**Run 1: floorplan with the power grid**

(3 px per um) Pins as bars on the die edge.
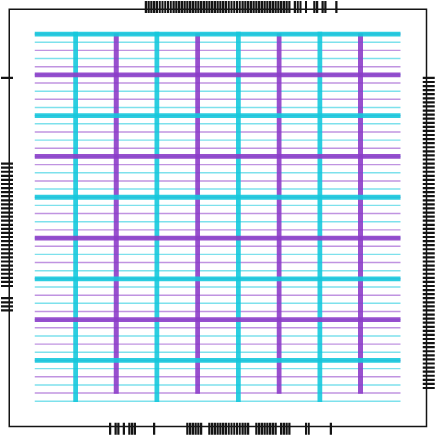
**Run 1: placed cells, one colour a class**

(3 px per um) Fill, decap, tap and diode cells in grey.
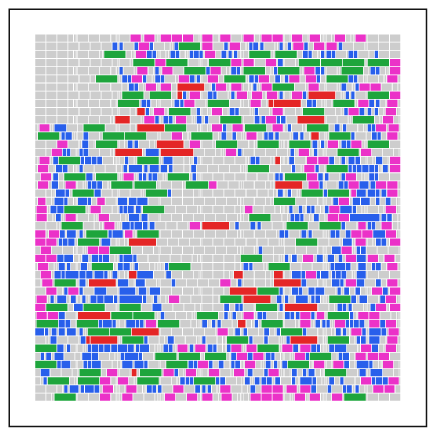
**Run 1: congestion heat map**

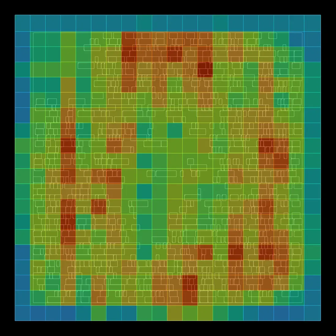
==> src/rtl/writeback_stage_p_if.sv <==
// MEM/WB bus of the writeback stage: instruction fields in, writeback results out.
// The slave side is the stage itself; the master side is whatever feeds and observes it.
interface writeback_stage_p_if #(
  parameter int XLEN  = 32,
  parameter int REG_W = 5,
  parameter int CNT_W = 32
);
  logic             stall;
  logic             flush;
  logic             in_valid;
  logic [XLEN-1:0]  result_alu;
  logic [XLEN-1:0]  data_mem;
  logic             mem_ready;
  logic             MemToReg;
  logic [2:0]       in_MemFunct;
  logic             in_RegWrite;
  logic [REG_W-1:0] in_RegDest;
  logic             in_PCSrc;
  logic [XLEN-1:0]  in_BranchTarget;

  logic [XLEN-1:0]  data_wb;
  logic             out_RegWrite;
  logic [REG_W-1:0] out_RegDest;
  logic             out_PCSrc;
  logic [XLEN-1:0]  out_BranchTarget;
  logic             out_valid;
  logic             wb_busy;
  logic             mem_error;
  logic [CNT_W-1:0] retired_count;

  modport master (
    output stall, flush, in_valid, result_alu, data_mem, mem_ready, MemToReg,
           in_MemFunct, in_RegWrite, in_RegDest, in_PCSrc, in_BranchTarget,
    input  data_wb, out_RegWrite, out_RegDest, out_PCSrc, out_BranchTarget,
           out_valid, wb_busy, mem_error, retired_count
  );

  modport slave (
    input  stall, flush, in_valid, result_alu, data_mem, mem_ready, MemToReg,
           in_MemFunct, in_RegWrite, in_RegDest, in_PCSrc, in_BranchTarget,
    output data_wb, out_RegWrite, out_RegDest, out_PCSrc, out_BranchTarget,
           out_valid, wb_busy, mem_error, retired_count
  );
endinterface

==> src/rtl/writeback_stage_p.sv <==
// Writeback stage: MEM/WB register, RV-style load lane extraction, memory-wait
// handshake with timeout, and a retired-instruction counter.
module writeback_stage_p #(
  parameter int XLEN        = 32,
  parameter int REG_W       = 5,
  parameter int MEM_TIMEOUT = 16,
  parameter int CNT_W       = 32
) (
  input  logic                 clk,
  input  logic                 rst,
  writeback_stage_p_if.slave   bus
);

  localparam int CW = (MEM_TIMEOUT < 2) ? 1 : $clog2(MEM_TIMEOUT + 1);
  localparam logic [CW-1:0] TO_LAST = CW'(MEM_TIMEOUT - 1);
  localparam logic [0:0] ST_IDLE = 1'b0;
  localparam logic [0:0] ST_WAIT = 1'b1;

  logic             valid_q,  valid_d;
  logic             mtr_q,    mtr_d;
  logic [2:0]       funct_q,  funct_d;
  logic             rw_q,     rw_d;
  logic [REG_W-1:0] dest_q,   dest_d;
  logic             pcsrc_q,  pcsrc_d;
  logic [XLEN-1:0]  tgt_q,    tgt_d;
  logic [XLEN-1:0]  alu_q,    alu_d;
  logic             done_q,   done_d;
  logic [0:0]       state_q,  state_d;
  logic [CW-1:0]    cnt_q,    cnt_d;
  logic             merr_q,   merr_d;
  logic [CNT_W-1:0] retired_q, retired_d;

  logic             busy;
  logic             timeout;
  logic             retire;
  logic [2:0]       off;

  // Byte/half/word lane pick; misaligned offsets simply drop the low index bits.
  function automatic logic [XLEN-1:0] fmt_load(input logic [XLEN-1:0] w,
                                               input logic [2:0]      f,
                                               input logic [2:0]      o);
    logic [XLEN-1:0]    sb, sh, sw;
    logic signed [7:0]  b;
    logic signed [15:0] h;
    logic signed [31:0] wd;
    logic [XLEN-1:0]    r;
    sb = w >> {o, 3'b000};
    sh = w >> {o[2:1], 4'b0000};
    sw = w >> {o[2], 5'b00000};
    b  = sb[7:0];
    h  = sh[15:0];
    wd = sw[31:0];
    case (f)
      3'b000:  r = XLEN'(b);
      3'b100:  r = XLEN'($unsigned(b));
      3'b001:  r = XLEN'(h);
      3'b101:  r = XLEN'($unsigned(h));
      3'b010:  r = XLEN'(wd);
      3'b110:  r = (XLEN == 64) ? XLEN'($unsigned(wd)) : w;
      default: r = w;
    endcase
    return r;
  endfunction

  always_comb begin
    busy    = valid_q & mtr_q & ~bus.mem_ready;
    timeout = (MEM_TIMEOUT != 0) && busy && (cnt_q == TO_LAST);
    retire  = valid_q & ~busy & ~done_q & ~bus.flush;
    off     = (XLEN == 64) ? alu_q[2:0] : {1'b0, alu_q[1:0]};

    valid_d   = valid_q;
    mtr_d     = mtr_q;
    funct_d   = funct_q;
    rw_d      = rw_q;
    dest_d    = dest_q;
    pcsrc_d   = pcsrc_q;
    tgt_d     = tgt_q;
    alu_d     = alu_q;
    done_d    = done_q;
    state_d   = state_q;
    cnt_d     = cnt_q;
    merr_d    = timeout & ~bus.flush;
    retired_d = retire ? retired_q + CNT_W'(1) : retired_q;

    case (state_q)
      ST_IDLE: begin
        if (busy) begin
          state_d = ST_WAIT;
          cnt_d   = cnt_q + CW'(1);
        end else begin
          cnt_d   = '0;
        end
      end
      default: begin
        if (!busy) begin
          state_d = ST_IDLE;
          cnt_d   = '0;
        end else begin
          cnt_d   = cnt_q + CW'(1);
        end
      end
    endcase
    if (timeout || bus.flush) begin
      state_d = ST_IDLE;
      cnt_d   = '0;
    end

    // A stalled entry keeps its done bit so it is only ever counted once.
    if (bus.flush || timeout) begin
      valid_d = 1'b0;
    end else if (bus.stall || busy) begin
      done_d  = done_q | retire;
    end else begin
      valid_d = bus.in_valid;
      mtr_d   = bus.MemToReg;
      funct_d = bus.in_MemFunct;
      rw_d    = bus.in_RegWrite;
      dest_d  = bus.in_RegDest;
      pcsrc_d = bus.in_PCSrc;
      tgt_d   = bus.in_BranchTarget;
      alu_d   = bus.result_alu;
      done_d  = 1'b0;
    end
  end

  always_ff @(posedge clk) begin
    if (rst) begin
      valid_q   <= 1'b0;
      mtr_q     <= 1'b0;
      funct_q   <= '0;
      rw_q      <= 1'b0;
      dest_q    <= '0;
      pcsrc_q   <= 1'b0;
      tgt_q     <= '0;
      alu_q     <= '0;
      done_q    <= 1'b0;
      state_q   <= ST_IDLE;
      cnt_q     <= '0;
      merr_q    <= 1'b0;
      retired_q <= '0;
    end else begin
      valid_q   <= valid_d;
      mtr_q     <= mtr_d;
      funct_q   <= funct_d;
      rw_q      <= rw_d;
      dest_q    <= dest_d;
      pcsrc_q   <= pcsrc_d;
      tgt_q     <= tgt_d;
      alu_q     <= alu_d;
      done_q    <= done_d;
      state_q   <= state_d;
      cnt_q     <= cnt_d;
      merr_q    <= merr_d;
      retired_q <= retired_d;
    end
  end

  assign bus.data_wb          = mtr_q ? fmt_load(bus.data_mem, funct_q, off) : alu_q;
  assign bus.out_RegWrite     = valid_q & rw_q & ~busy;
  assign bus.out_RegDest      = dest_q;
  assign bus.out_PCSrc        = valid_q & pcsrc_q;
  assign bus.out_BranchTarget = tgt_q;
  assign bus.out_valid        = valid_q;
  assign bus.wb_busy          = busy;
  assign bus.mem_error        = merr_q;
  assign bus.retired_count    = retired_q;

endmodule
==> src/flat_wrapper.sv <==
// flat-port wrapper written by rule: the top's interface ports become plain ports
module writeback_stage_p_flat 
#(
  parameter int XLEN        = 32,
  parameter int REG_W       = 5,
  parameter int MEM_TIMEOUT = 16,
  parameter int CNT_W       = 32
)
  (clk, rst, bus_stall, bus_flush, bus_in_valid, bus_result_alu, bus_data_mem, bus_mem_ready, bus_MemToReg, bus_in_MemFunct, bus_in_RegWrite, bus_in_RegDest, bus_in_PCSrc, bus_in_BranchTarget, bus_data_wb, bus_out_RegWrite, bus_out_RegDest, bus_out_PCSrc, bus_out_BranchTarget, bus_out_valid, bus_wb_busy, bus_mem_error, bus_retired_count);
  writeback_stage_p_if #(.XLEN(XLEN), .REG_W(REG_W), .CNT_W(CNT_W)) bus_i ();
  input  logic clk;
  input  logic rst;
  input wire logic [$bits(bus_i.stall)-1:0] bus_stall;
  input wire logic [$bits(bus_i.flush)-1:0] bus_flush;
  input wire logic [$bits(bus_i.in_valid)-1:0] bus_in_valid;
  input wire logic [$bits(bus_i.result_alu)-1:0] bus_result_alu;
  input wire logic [$bits(bus_i.data_mem)-1:0] bus_data_mem;
  input wire logic [$bits(bus_i.mem_ready)-1:0] bus_mem_ready;
  input wire logic [$bits(bus_i.MemToReg)-1:0] bus_MemToReg;
  input wire logic [$bits(bus_i.in_MemFunct)-1:0] bus_in_MemFunct;
  input wire logic [$bits(bus_i.in_RegWrite)-1:0] bus_in_RegWrite;
  input wire logic [$bits(bus_i.in_RegDest)-1:0] bus_in_RegDest;
  input wire logic [$bits(bus_i.in_PCSrc)-1:0] bus_in_PCSrc;
  input wire logic [$bits(bus_i.in_BranchTarget)-1:0] bus_in_BranchTarget;
  output wire logic [$bits(bus_i.data_wb)-1:0] bus_data_wb;
  output wire logic [$bits(bus_i.out_RegWrite)-1:0] bus_out_RegWrite;
  output wire logic [$bits(bus_i.out_RegDest)-1:0] bus_out_RegDest;
  output wire logic [$bits(bus_i.out_PCSrc)-1:0] bus_out_PCSrc;
  output wire logic [$bits(bus_i.out_BranchTarget)-1:0] bus_out_BranchTarget;
  output wire logic [$bits(bus_i.out_valid)-1:0] bus_out_valid;
  output wire logic [$bits(bus_i.wb_busy)-1:0] bus_wb_busy;
  output wire logic [$bits(bus_i.mem_error)-1:0] bus_mem_error;
  output wire logic [$bits(bus_i.retired_count)-1:0] bus_retired_count;
  assign bus_i.stall = bus_stall;
  assign bus_i.flush = bus_flush;
  assign bus_i.in_valid = bus_in_valid;
  assign bus_i.result_alu = bus_result_alu;
  assign bus_i.data_mem = bus_data_mem;
  assign bus_i.mem_ready = bus_mem_ready;
  assign bus_i.MemToReg = bus_MemToReg;
  assign bus_i.in_MemFunct = bus_in_MemFunct;
  assign bus_i.in_RegWrite = bus_in_RegWrite;
  assign bus_i.in_RegDest = bus_in_RegDest;
  assign bus_i.in_PCSrc = bus_in_PCSrc;
  assign bus_i.in_BranchTarget = bus_in_BranchTarget;
  assign bus_data_wb = bus_i.data_wb;
  assign bus_out_RegWrite = bus_i.out_RegWrite;
  assign bus_out_RegDest = bus_i.out_RegDest;
  assign bus_out_PCSrc = bus_i.out_PCSrc;
  assign bus_out_BranchTarget = bus_i.out_BranchTarget;
  assign bus_out_valid = bus_i.out_valid;
  assign bus_wb_busy = bus_i.wb_busy;
  assign bus_mem_error = bus_i.mem_error;
  assign bus_retired_count = bus_i.retired_count;
  writeback_stage_p #(.XLEN(XLEN), .REG_W(REG_W), .MEM_TIMEOUT(MEM_TIMEOUT), .CNT_W(CNT_W)) u_core (.clk(clk), .rst(rst), .bus(bus_i));
endmodule
==> config.mk <==
export PLATFORM = sky130hd
export DESIGN_NAME = writeback_stage_p_flat
export DESIGN_NICKNAME = d
export VERILOG_FILES = /design/src/rtl/writeback_stage_p_if.sv /design/src/rtl/writeback_stage_p.sv /design/src/flat_wrapper.sv
export SDC_FILE = /design/constraint.sdc
export NUM_CORES = 1
export LEC_CHECK = 0
export CAP_MARGIN = 15
export CORE_MARGIN = 8
export CORE_UTILIZATION = 35
export CTS_CLUSTER_DIAMETER = 30
export DETAILED_ROUTE_END_ITERATION = 7
export PLACE_DENSITY = 0.68
export SYNTH_ARGS = -nofsm -noshare
export SYNTH_HDL_FRONTEND = slang
export SYNTH_SLANG_ARGS = --single-unit
==> constraint.sdc <==
create_clock -name clk -period 7.8 [get_ports clk]
set_clock_uncertainty 0.05 [all_clocks]
set_input_delay 2.34 -clock clk [delete_from_list [all_inputs] [get_ports clk]]
set_output_delay 2.34 -clock clk [all_outputs]
set_load 0.005 [all_outputs]
==> results.sh, run 1 <==
# yosys + openroad results
export IMPL_outcome="finished, final reports clean"
export IMPL_tritoncts_clock_tree="yes"
export IMPL_cp_max_fo=6
export IMPL_place_gp_congestion=0.867
export IMPL_comb_area_share_pct=33.6
export IMPL_num_clock_buffers=19
export IMPL_detail_route_vias_per_cell=5.04
export IMPL_power_density_nw_per_um2=199
export IMPL_xor_area_share_pct=4.33
export IMPL_synth_async_reset_ratio_pct=0
export IMPL_timing_critical_path_buf_inv=3
export IMPL_final_hold_viol_count=0
export IMPL_drt_iter0_drc=318
export IMPL_fillers=1408
export IMPL_aggregate_routed_wire_length_um=18500
export IMPL_rr_worst_depth=7
export IMPL_p_switching_uw=385
export IMPL_tritoncts_num_buffers=17
export IMPL_pwr_group_combinational_uw=210
export IMPL_synth_top_cell_area_share_pct=43.8
export IMPL_synthesis_nets=810
export IMPL_slowest_delay_ns=0.53
export IMPL_min_to="u_core.bus.out_BranchTarget[30]"
export IMPL_finish_cell_count_without_fillers=1093
export IMPL_timing_critical_path_slowest_stage_cell="sky130_fd_sc_hd__clkdlybuf4s50_1"
export IMPL_synth_edff_count=0
export IMPL_post_layout_period_usage_of_the_worst_path_pct=89.6
export IMPL_grtUsageMet1_pct=22.9
export IMPL_inverters=10
export IMPL_antenna_diode_count=0
export IMPL_grt_max_degree=76
export IMPL_combinational_area_um2=2740
export IMPL_top_signal_layer_used="met5"
export IMPL_via_count_of_the_first_global_routing_pass=5290
export IMPL_top_logic_kind="simple AND/OR/NAND/NOR gates"
export IMPL_muxShareOfSynthArea_pct=2.50
export IMPL_cts_num_sinks=115
export IMPL_dp_final_hpwl_um=13000
export IMPL_boundaryPins=219
export IMPL_layout_cells_most_common_list="sky130_fd_sc_hd__clkdlybuf4s50_1 (217), sky130_fd_sc_hd__nand2_1 (177), sky130_fd_sc_hd__a21oi_1 (131), sky130_fd_sc_hd__dfxtp_1 (114), sky130_fd_sc_hd__nor2_1 (67)"
export IMPL_lay_top_count="sky130_fd_sc_hd__clkdlybuf4s50_1"
export IMPL_dp_cells=1060
export IMPL_flop_count=115
export IMPL_grt_setup_unrepaired="no"
export IMPL_cts_htree_levels=4
export IMPL_postCtsSetupRepairBufs=0
export IMPL_switching_share_pct=23.8
export IMPL_kind_of_end_point_of_the_critical_path="primary output"
export IMPL_post_route_cells_drive_above_1_share_pct=6.19
export IMPL_gr_total_overflow=0
export IMPL_timing_setup_tns_ns=0
export IMPL_detail_route_antenna_nets=0
export IMPL_initial_utilization_pct=35.2
export IMPL_power_combinational_fraction_pct=13.0
export IMPL_clk_insertion_delay_late_ns=0.41
export IMPL_post_synth_num_cell_types=48
export IMPL_adder_share_pct=0.714
export IMPL_maxPowerGroup="the clock network"
export IMPL_global_route_usage_met3_pct=6.10
export IMPL_placement_cell_area_um2=7540
export IMPL_critical_path_reg2reg_startpoint="u_core.mtr_q"
export IMPL_place_worst_setup_slack_ns=0.439
export IMPL_ctsHoldBuffers=0
export IMPL_synth_yosys_seq_area_share_pct=43.8
export IMPL_sequentialPower_uw=620
export IMPL_critPathRequiredTime_ns=5.41
export IMPL_clk_pin_slew_ns=0.05
export IMPL_route_detailed_drc=0
export IMPL_syn_area_um2=5260
export IMPL_p_int_mw=1.24
export IMPL_netlist_top_cells_area="sky130_fd_sc_hd__dfxtp_1 (44%), sky130_fd_sc_hd__nand2_1 (13%), sky130_fd_sc_hd__a21oi_1 (12%)"
export IMPL_crit_start_category="input port"
export IMPL_worstHoldPathType="reg -> reg"
export IMPL_port_buffers=218
export IMPL_yosys_area_share_aoi_pct=17.8
export IMPL_setup_slack_ns=0.809
export IMPL_cp_top_family="buffers and inverters"
export IMPL_synthFlopType="sky130_fd_sc_hd__dfxtp_1"
export IMPL_achievable_frequency_ghz=0.143
export IMPL_syn_mean_instance_area_um2=7.58
export IMPL_final_net_count=1008
export IMPL_worst_hold_startpoint="u_core.bus.out_BranchTarget[30]"
export IMPL_synth_simple_area_share_pct=26.6
export IMPL_report_final_slew_viol_count=0
export IMPL_worst_hold_path_num_cells=2
export IMPL_pg_clk_uw=791
export IMPL_dominant_cell_class="combinational gates"
export IMPL_whs_ns=0.401
export IMPL_drt_first_pass_iters=4
export IMPL_netlist_instances=694
export IMPL_ys_cells=694
export IMPL_cp_endpoint="bus_data_wb[12]"
export IMPL_rrSetupSlack_ns=4.70
export IMPL_syn_to_final_growth_pct=54.9
export IMPL_dr_wl_met2_um=8610
export IMPL_arrival_ns=4.60
export IMPL_timing_critical_path_depth=8
export IMPL_clockBufferDepth=2
export IMPL_detail_route_wirelength_met1_um=8060
export IMPL_final_layout_non_clock_buffer_area_share_pct=27.4
export IMPL_maxSlewHeadroom_pct=35.1
export IMPL_tapCellCount=188
export IMPL_clock_root_buffer="sky130_fd_sc_hd__clkbuf_16"
export IMPL_crit_start="bus_data_mem[7]"
export IMPL_timing_rr_end="u_core.bus.out_BranchTarget[20]"
export IMPL_grt_first_pass_wirelength_um=29300
export IMPL_antenna_found_initial=1
export IMPL_yosys_warnings=0
export IMPL_maxCapViolations=0
export IMPL_finalSetupViolCount=0
export IMPL_period_needed_ns=6.99
export IMPL_postCtsResizedCells=0
export IMPL_final_signal_buffer_count=225
export IMPL_register_area_um2=2300
export IMPL_crit_type="in -> out"
export IMPL_netlist_top_cell_by_area="sky130_fd_sc_hd__dfxtp_1"
export IMPL_final_clk_cell_share_pct=7.37
export IMPL_synth_flops=115
export IMPL_via_count=5510
export IMPL_n_multi_input_combinational_cell=523
export IMPL_share_clk_of_total_power_pct=48.8
export IMPL_openroad_warnings=26
export IMPL_p_total_mw=1.62
export IMPL_floorplan_die_area_um2=19200
export IMPL_worst_pin_slew_ns=0.974
export IMPL_yosys_stat_area_um2=5260
export IMPL_leakage_nw=2.90
export IMPL_timing_critical_path_cells="clkdlybuf4s50_1 > nor2b_1 > nor3b_1 > a2111oi_0 > nor3b_1 > buf_2 > a21oi_1 > clkdlybuf4s50_1"
export IMPL_seq_power_share_pct=38.2
export IMPL_detailroute_wirelength_met3_um=1510
Back to the opening pictures, 'floorplan with the power grid':
| colour | net |
|---|---|
| purple | VDD |
| cyan | VSS |
rows: 45
met5 straps: 9
signal pins: 219
Max IR drop VDD: 0.131 mV
die height: 139 um
placeable core area: 14,900 um2
x dimension of the die: 139 um

Back to the opening pictures, 'placed cells, one colour a class':
| colour | class | cells |
|---|---|---|
| magenta | remaining buffers and delay cells | 225 |
| red | clock drivers and dummy loads | 32 |
| blue | combinational and other logic | 533 |
| green | sequential cells | 115 |
post-route core utilization: 54.6%
total non-filler cell area in the finished layout: 8150 um2
flip-flop and latch share of the layout cell area: 28.3%
placement row count: 45

Back to the opening pictures, 'congestion heat map':
met2 global-route usage: 29.9%
WL/cell: 16.9 um
layer carrying the most global-route usage: met2
overall global routing resource usage: 18.6%

## run 1: Yosys cell counts, types with 2 or more instances
cell,instances
sky130_fd_sc_hd__xnor2_1,6
sky130_fd_sc_hd__clkbuf_1,29
sky130_fd_sc_hd__inv_1,10
sky130_fd_sc_hd__nor4_1,3
sky130_fd_sc_hd__buf_2,5
sky130_fd_sc_hd__and2_1,5
sky130_fd_sc_hd__nand2_1,177
sky130_fd_sc_hd__nor2b_1,4
sky130_fd_sc_hd__mux2_2,8
sky130_fd_sc_hd__nor4b_2,2
sky130_fd_sc_hd__a2111oi_0,2
sky130_fd_sc_hd__buf_1,11
sky130_fd_sc_hd__nand3_1,10
sky130_fd_sc_hd__nand2b_1,2
sky130_fd_sc_hd__a2bb2oi_1,4
sky130_fd_sc_hd__a22oi_1,5
sky130_fd_sc_hd__dfxtp_1,115
sky130_fd_sc_hd__mux2i_1,3
sky130_fd_sc_hd__nor3b_1,2
sky130_fd_sc_hd__a21oi_1,131
sky130_fd_sc_hd__nand4_1,14
sky130_fd_sc_hd__and4_1,2
sky130_fd_sc_hd__xor2_1,20
sky130_fd_sc_hd__nor3_1,3
sky130_fd_sc_hd__nor2_1,67
sky130_fd_sc_hd__o221ai_1,2
sky130_fd_sc_hd__o22ai_1,8
sky130_fd_sc_hd__ha_1,3
sky130_fd_sc_hd__or3_1,8
sky130_fd_sc_hd__and3_1,5
sky130_fd_sc_hd__o21ai_0,11
## run 1: cells by family after synthesis
family                     after synthesis
adders and majority gates                3
buffers and inverters                   56
xor gates and xnor gates                26
and+or+nand+nor                        313
AOI/OAI and AO/OA                      169
muxes                                   12
DFF                                    115
==> inputs of run 2 (changes only) <==
--- a/config.mk
+++ b/config.mk
@@ -5,12 +5,14 @@
 export SDC_FILE = /design/constraint.sdc
 export NUM_CORES = 1
 export LEC_CHECK = 0
+export ABC_AREA = 1
 export CAP_MARGIN = 15
+export CORE_ASPECT_RATIO = 0.6
 export CORE_MARGIN = 8
 export CORE_UTILIZATION = 35
 export CTS_CLUSTER_DIAMETER = 30
 export DETAILED_ROUTE_END_ITERATION = 7
-export PLACE_DENSITY = 0.68
+export PLACE_DENSITY = 0.66
 export SYNTH_ARGS = -nofsm -noshare
 export SYNTH_HDL_FRONTEND = slang
 export SYNTH_SLANG_ARGS = --single-unit
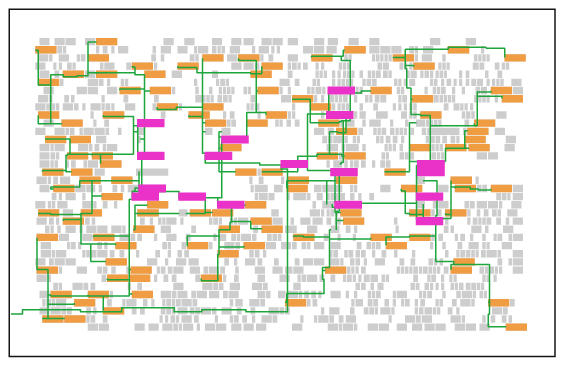
**Above:** run 2 (clock distribution).
(3 px per um)
[green] clock wires | length: 1,760 um
[orange] flip-flops | count: 115
[magenta] clock drivers | count: 17
routed clock nets: 18
power of the clock network: 793 uW
Clk network pwr share: 47.6%
clock latency at the later pin of the worst-skew pair: 0.40 ns

==> run 2 against run 1 <==
Net effect: global-route usage up 1.2 points; combinational power increased by 19%; cell area rose by 5.3%; sequential power barely moved; sequential cell count did not move; non-clock buffer count fell by 3; final cell count grew 20%; synthesized cell count rose by 28%; die size grew 8.9%; worst hold slack worse by 0.0046 ns; critical endpoint is now bus_data_wb[25]; highest routed layer unchanged.
==> results.sh, run 2 <==
# yosys + openroad results
export IMPL_cp_max_fo=16
export IMPL_yosys_warnings=0
export IMPL_power_combinational_fraction_pct=15.0
export IMPL_gr_total_overflow=0
export IMPL_fin_area_um2=8580
export IMPL_cts_htree_levels=4
export IMPL_synth_simple_area_share_pct=27.8
export IMPL_grt_setup_unrepaired="no"
export IMPL_drt_first_pass_iters=7
export IMPL_via_count=6363
export IMPL_timing_critical_path_cells="clkdlybuf4s50_1 > inv_1 > nand2_1 > o211ai_1 > nand2_1 > nand2_2 > nand2_1 > o21ai_0 > inv_1 > clkdlybuf4s50_1"
export IMPL_syn_to_final_growth_pct=49.3
export IMPL_synthFlopType="sky130_fd_sc_hd__dfxtp_1"
export IMPL_place_worst_setup_slack_ns=1.00
export IMPL_register_area_um2=2300
export IMPL_timing_critical_path_buf_inv=4
export IMPL_maxPowerGroup="the clock network"
export IMPL_muxShareOfSynthArea_pct=0
export IMPL_lay_top_count="sky130_fd_sc_hd__nand2_1"
export IMPL_rr_worst_depth=8
export IMPL_tritoncts_clock_tree="yes"
export IMPL_antenna_found_initial=2
export IMPL_clockBufferDepth=2
export IMPL_floorplan_die_area_um2=20900
export IMPL_crit_type="in -> out"
export IMPL_synthesis_nets=1005
export IMPL_synth_async_reset_ratio_pct=0
export IMPL_aggregate_routed_wire_length_um=21000
export IMPL_top_logic_kind="simple AND/OR/NAND/NOR gates"
export IMPL_worst_ir_drop_vdd_mv=0.146
export IMPL_syn_mean_instance_area_um2=6.46
export IMPL_p_int_mw=1.22
export IMPL_pwr_group_combinational_uw=250
export IMPL_period_needed_ns=6.84
export IMPL_drt_iter0_drc=563
export IMPL_placement_cell_area_um2=7980
export IMPL_num_rows=36
export IMPL_ctsHoldBuffers=0
export IMPL_route_detailed_drc=0
export IMPL_p_switching_uw=443
export IMPL_layout_cells_most_common_list="sky130_fd_sc_hd__nand2_1 (226), sky130_fd_sc_hd__clkdlybuf4s50_1 (217), sky130_fd_sc_hd__inv_1 (120), sky130_fd_sc_hd__dfxtp_1 (115), sky130_fd_sc_hd__a21oi_1 (109)"
export IMPL_crit_start_category="input port"
export IMPL_dieHeight_um=115
export IMPL_timing_rr_end="u_core.bus.retired_count[19]"
export IMPL_clock_root_buffer="sky130_fd_sc_hd__clkbuf_16"
export IMPL_sequentialPower_uw=623
export IMPL_antenna_diode_count=0
export IMPL_grt_max_degree=112
export IMPL_coreArea_um2=16100
export IMPL_outcome="finished, final reports clean"
export IMPL_slowest_delay_ns=0.50
export IMPL_grt_first_pass_wirelength_um=32900
export IMPL_ys_cells=889
export IMPL_synth_top_cell_area_share_pct=40.1
export IMPL_finish_cell_count_without_fillers=1308
export IMPL_leakage_nw=3.41
export IMPL_p_total_mw=1.67
export IMPL_synth_yosys_seq_area_share_pct=40.1
export IMPL_worst_hold_path_num_cells=1
export IMPL_synth_flops=115
export IMPL_synth_edff_count=0
export IMPL_post_layout_period_usage_of_the_worst_path_pct=87.7
export IMPL_initial_utilization_pct=35.6
export IMPL_seq_power_share_pct=37.4
export IMPL_kind_of_end_point_of_the_critical_path="primary output"
export IMPL_detail_route_wl_per_cell_um=16.1
export IMPL_dp_cells=1276
export IMPL_maxCapViolations=0
export IMPL_detail_route_vias_per_cell=4.86
export IMPL_worst_pin_slew_ns=1.10
export IMPL_boundaryPins=219
export IMPL_combinational_area_um2=2760
export IMPL_min_to="u_core.cnt_q[0]"
export IMPL_report_final_slew_viol_count=0
export IMPL_cts_num_sinks=115
export IMPL_maxSlewHeadroom_pct=26.4
export IMPL_cp_top_family="buffers and inverters"
export IMPL_rrSetupSlack_ns=5.09
export IMPL_fillers=1611
export IMPL_setup_slack_ns=0.957
export IMPL_achievable_frequency_ghz=0.146
export IMPL_finalSetupViolCount=0
export IMPL_postCtsSetupRepairBufs=0
export IMPL_critPathRequiredTime_ns=5.41
export IMPL_place_gp_congestion=0.944
export IMPL_power_density_nw_per_um2=194
export IMPL_netlist_top_cells_count="sky130_fd_sc_hd__nand2_1 (226), sky130_fd_sc_hd__inv_1 (121), sky130_fd_sc_hd__dfxtp_1 (115), sky130_fd_sc_hd__a21oi_1 (109)"
export IMPL_critical_path_reg2reg_startpoint="u_core.mtr_q"
export IMPL_yosys_stat_area_um2=5750
export IMPL_worstHoldPathType="reg -> reg"
export IMPL_arrival_ns=4.45
export IMPL_netlist_top_cells_area="sky130_fd_sc_hd__dfxtp_1 (40%), sky130_fd_sc_hd__nand2_1 (15%), sky130_fd_sc_hd__a21oi_1 (9.5%)"
export IMPL_netlist_instances=889
export IMPL_final_net_count=1202
export IMPL_adder_share_pct=0.653
export IMPL_die_width_um=181
export IMPL_global_route_usage_total_pct=19.8
export IMPL_xor_area_share_pct=0.457
export IMPL_port_buffers=218
export IMPL_syn_area_um2=5750
export IMPL_openroad_warnings=28
export IMPL_postCtsResizedCells=0
export IMPL_clk_pin_slew_ns=0.05
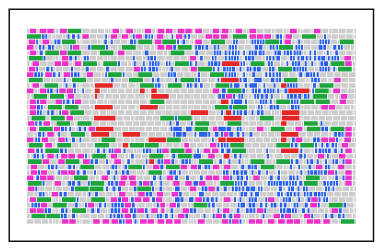
**Above:** run 2 (placed cells, one colour a class).
(2 px per um) Fill, decap, tap and diode cells in grey.
| colour | class | cells |
|---|---|---|
| green | sequential cells | 115 |
| red | clock drivers and dummy loads | 32 |
| blue | combinational and other logic | 730 |
| magenta | remaining buffers and delay cells | 222 |
post-route core utilization: 53.2%
flip-flop and latch share of the layout cell area: 26.8%

==> run 2: how the worst max path moves through the flow <==
stage / from / endpoint / slack [ns] / cells past startpoint
finish: bus_data_mem[15] / bus_data_wb[25] / 0.96 / 10
floorplan: bus_data_mem[15] / bus_data_wb[23] / 2.20 / 9
global placement: bus_data_mem[31] / bus_data_wb[25] / 1.07 / 10
detailed placement: bus_data_mem[15] / bus_data_wb[25] / 1.00 / 10
CTS: bus_data_mem[15] / bus_data_wb[25] / 1.0 / 10
global route: bus_data_mem[15] / bus_data_wb[19] / 0.73 / 10
==> run 2: cells by family after synthesis <==
kind of cell | Yosys count
AND/OR/NAND/NOR | 390
AND-OR/OR-AND | 213
buffers and inverters | 165
flip-flops | 115
XOR/XNOR | 3
adder cells (fa/ha/maj) | 3
==> run 2: per-layer routing <==
layer  wire length, um  global-route usage [%]
met5                23                       0
met4               208                    4.73
met3              2430                    8.99
met2              8180                    26.8
met1             10200                    27.6
==> run 2: layout make-up <==
cell class,instances,share of cell area (%)
Multi-Input combinational cell,609,32.1
Sequential cell,115,26.8
Timing Repair Buffer,222,25.7
Inverter,121,5.30
Clock buffer,18,5.00
Tap cell,209,3.05
Clock inverter,14,1.94
==> run 2: worst register-to-register path, stage by stage, from the launching register on <==
cell	delay, ns
sky130_fd_sc_hd__dfxtp_1	0.29
sky130_fd_sc_hd__buf_4	0.24
sky130_fd_sc_hd__nand2_1	0.14
sky130_fd_sc_hd__nand4_1	0.52
sky130_fd_sc_hd__nor2_1	0.97
sky130_fd_sc_hd__nand2_1	0.18
sky130_fd_sc_hd__nand2_1	0.11
sky130_fd_sc_hd__nand2_1	0.05
sky130_fd_sc_hd__nor2_1	0.11
==> inputs of run 3 (changes only) <==
--- a/config.mk
+++ b/config.mk
@@ -11,6 +11,7 @@
 export CORE_MARGIN = 8
 export CORE_UTILIZATION = 35
 export CTS_CLUSTER_DIAMETER = 30
+export CTS_CLUSTER_SIZE = 28
 export DETAILED_ROUTE_END_ITERATION = 7
 export PLACE_DENSITY = 0.66
 export SYNTH_ARGS = -nofsm -noshare
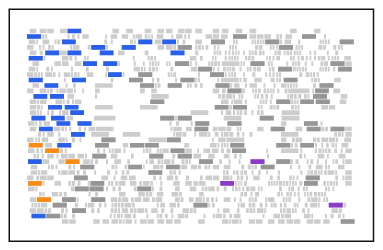
**Above:** run 3 (register map, names as in the netlist).
(2 px per um)
| colour | signal | placed flops |
|---|---|---|
| orange | `u_core.bus.out_RegDest` | 5 |
| purple | `u_core.funct_q` | 3 |
| blue | `u_core.bus.out_BranchTarget` | 32 |
power in sequential cells: 623 uW
Register Area: 2300 um2

==> run 3 against run 2 <==
Net effect: core utilization unchanged; clock power about the same; clock-buffer cell count unchanged; global-route usage unchanged; cell area unchanged; critical path depth unchanged; worst setup slack unchanged; worst hold slack unchanged; routed wire length unchanged; combinational power about the same; power unchanged; non-clock buffer count unchanged; critical endpoint unchanged.
==> results.sh, run 3 <==
# yosys + openroad results
export IMPL_yosys_warnings=0
export IMPL_lay_top_count="sky130_fd_sc_hd__nand2_1"
export IMPL_power_density_nw_per_um2=194
export IMPL_synth_async_reset_ratio_pct=0
export IMPL_global_route_usage_total_pct=19.8
export IMPL_achievable_frequency_ghz=0.146
export IMPL_floorplan_die_area_um2=20900
export IMPL_synthesis_nets=1005
export IMPL_maxCapViolations=0
export IMPL_top_logic_kind="simple AND/OR/NAND/NOR gates"
export IMPL_fillers=1611
export IMPL_crit_start="bus_data_mem[15]"
export IMPL_netlist_instances=889
export IMPL_adder_share_pct=0.653
export IMPL_ctsHoldBuffers=0
export IMPL_crit_start_category="input port"
export IMPL_synthFlopType="sky130_fd_sc_hd__dfxtp_1"
export IMPL_worst_pin_slew_ns=1.10
export IMPL_detail_route_vias_per_cell=4.86
export IMPL_antenna_found_initial=2
export IMPL_cts_htree_levels=4
export IMPL_combinational_area_um2=2760
export IMPL_worst_hold_startpoint="u_core.cnt_q[0]"
export IMPL_syn_to_final_growth_pct=49.3
export IMPL_port_buffers=218
export IMPL_fin_area_um2=8580
export IMPL_worstHoldPathType="reg -> reg"
export IMPL_globalRoute_busiestLayer="met1"
export IMPL_syn_area_um2=5750
export IMPL_grt_setup_unrepaired="no"
export IMPL_arrival_ns=4.45
export IMPL_leakage_nw=3.41
export IMPL_synth_yosys_seq_area_share_pct=40.1
export IMPL_grt_max_degree=112
export IMPL_postCtsResizedCells=0
export IMPL_route_detailed_drc=0
export IMPL_clockBufferDepth=2
export IMPL_syn_mean_instance_area_um2=6.46
export IMPL_final_hold_viol_count=0
export IMPL_synth_flops=115
export IMPL_cts_num_sinks=115
export IMPL_post_route_cells_drive_above_1_share_pct=3.91
export IMPL_crit_type="in -> out"
export IMPL_timing_setup_tns_ns=0
export IMPL_ys_cells=889
export IMPL_drt_first_pass_iters=7
export IMPL_cp_top_family="buffers and inverters"
export IMPL_layout_cells_most_common_list="sky130_fd_sc_hd__nand2_1 (226), sky130_fd_sc_hd__clkdlybuf4s50_1 (217), sky130_fd_sc_hd__inv_1 (120), sky130_fd_sc_hd__dfxtp_1 (115), sky130_fd_sc_hd__a21oi_1 (109)"
export IMPL_xor_area_share_pct=0.457
export IMPL_detail_route_wl_per_cell_um=16.1
export IMPL_outcome="finished, final reports clean"
export IMPL_antenna_diode_count=0
export IMPL_openroad_warnings=28
export IMPL_synth_simple_area_share_pct=27.8
export IMPL_maxSlewHeadroom_pct=26.4
export IMPL_timing_critical_path_slowest_stage_cell="sky130_fd_sc_hd__clkdlybuf4s50_1"
export IMPL_boundaryPins=219
export IMPL_clk_insertion_delay_late_ns=0.40
export IMPL_netlist_top_cells_count="sky130_fd_sc_hd__nand2_1 (226), sky130_fd_sc_hd__inv_1 (121), sky130_fd_sc_hd__dfxtp_1 (115), sky130_fd_sc_hd__a21oi_1 (109)"
export IMPL_synth_edff_count=0
export IMPL_netlist_top_cell_by_area="sky130_fd_sc_hd__dfxtp_1"
export IMPL_via_count_of_the_first_global_routing_pass=5826
export IMPL_finalSetupViolCount=0
export IMPL_dp_final_hpwl_um=15800
export IMPL_tritoncts_num_buffers=17
export IMPL_post_layout_period_usage_of_the_worst_path_pct=87.7
export IMPL_period_needed_ns=6.84
export IMPL_initial_utilization_pct=35.6
export IMPL_yosys_cell_count_top_type="sky130_fd_sc_hd__nand2_1"
export IMPL_tritoncts_clock_tree="yes"
export IMPL_aggregate_routed_wire_length_um=21000
export IMPL_whs_ns=0.396
export IMPL_clk_pin_slew_ns=0.05
export IMPL_num_rows=36
export IMPL_critical_path_reg2reg_startpoint="u_core.mtr_q"
export IMPL_timing_critical_path_buf_inv=4
export IMPL_drt_iter0_drc=563
export IMPL_detail_route_antenna_nets=0
export IMPL_slowest_delay_ns=0.50
export IMPL_yosys_stat_area_um2=5750
export IMPL_synth_top_cell_area_share_pct=40.1
export IMPL_final_net_count=1202
export IMPL_netlist_top_cells_area="sky130_fd_sc_hd__dfxtp_1 (40%), sky130_fd_sc_hd__nand2_1 (15%), sky130_fd_sc_hd__a21oi_1 (9.5%)"
export IMPL_timing_critical_path_cells="clkdlybuf4s50_1 > inv_1 > nand2_1 > o211ai_1 > nand2_1 > nand2_2 > nand2_1 > o21ai_0 > inv_1 > clkdlybuf4s50_1"
export IMPL_placement_cell_area_um2=7980
export IMPL_report_final_slew_viol_count=0
export IMPL_critPathRequiredTime_ns=5.41
export IMPL_muxShareOfSynthArea_pct=0
export IMPL_grtUsageMet1_pct=27.6
export IMPL_grt_first_pass_wirelength_um=32900
export IMPL_cp_max_fo=16
export IMPL_clock_root_buffer="sky130_fd_sc_hd__clkbuf_16"
export IMPL_place_gp_congestion=0.944
export IMPL_global_route_usage_met3_pct=8.99
export IMPL_postCtsSetupRepairBufs=0
export IMPL_kind_of_end_point_of_the_critical_path="primary output"
export IMPL_via_count=6363
export IMPL_yosys_area_share_aoi_pct=19.0
export IMPL_global_route_usage_met2_pct=26.8
export IMPL_gr_total_overflow=0
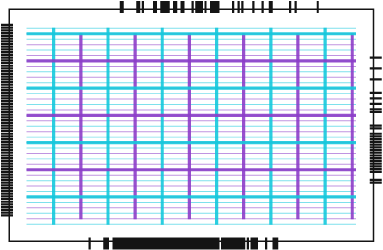
**Above:** run 3 (floorplan with the power grid).
(2 px per um) Pins as bars on the die edge.
| colour | net |
|---|---|
| cyan | VSS |
| purple | VDD |
met5 straps: 7
met4 straps: 12
Max IR drop VDD: 0.146 mV
placeable core area: 16,100 um2
x dimension of the die: 181 um
die height: 115 um

==> run 3: cell counts after synthesis <==
No cell type changed its count.
==> run 3: power breakdown <==
part           internal (mW)  leakage (nW)  total (mW)  switching [mW]
combinational          0.131          2.19       0.250           0.119
clock                  0.482         0.283       0.793           0.311
sequential             0.610         0.938       0.623          0.0129
==> run 3: metrics by stage <==
stage                     std cells  setup WS [ns]  utilization (%)  power, mW
after floorplan                 889           2.20                -      0.741
after global placement         1276           1.07             49.5      0.884
after detailed placement       1276           1.00             49.5      0.885
after CTS                      1308           1.00             53.2       1.68
after global routing           1308          0.734             53.2       1.74
final                          1308          0.957             53.2       1.67
==> run 3: worst paths after layout <==
kind	endpoint	slack, ns	cells past startpoint
worst min register to register	u_core.cnt_q[0]	0.40	1
worst min-delay path	u_core.cnt_q[0]	0.40	1
worst max-delay path	bus_data_wb[25]	0.96	10
worst max register to register	u_core.bus.retired_count[19]	5.09	8
==> run 3: logic make-up after synthesis <==
kind of cell    Yosys count
simple gates            390
fa+ha+maj                 3
buf+inv                 165
xor+xnor                  3
compound gates          213
flops                   115
==> run 3: layer usage <==
metal,up-vias,routed length (um)
li1,3237,-
met1,2825,10200
met2,277,8180
met3,20,2430
met4,4,208
met5,-,23
==> run 3: layout make-up <==
class	count	area share [%]
Timing Repair Buffer	222	25.7
Sequential cell	115	26.8
Multi-Input combinational cell	609	32.1
Inverter	121	5.30
Clock inverter	14	1.94
Tap cell	209	3.05
Clock buffer	18	5.00
Power is estimated from default activity; no workload was simulated.
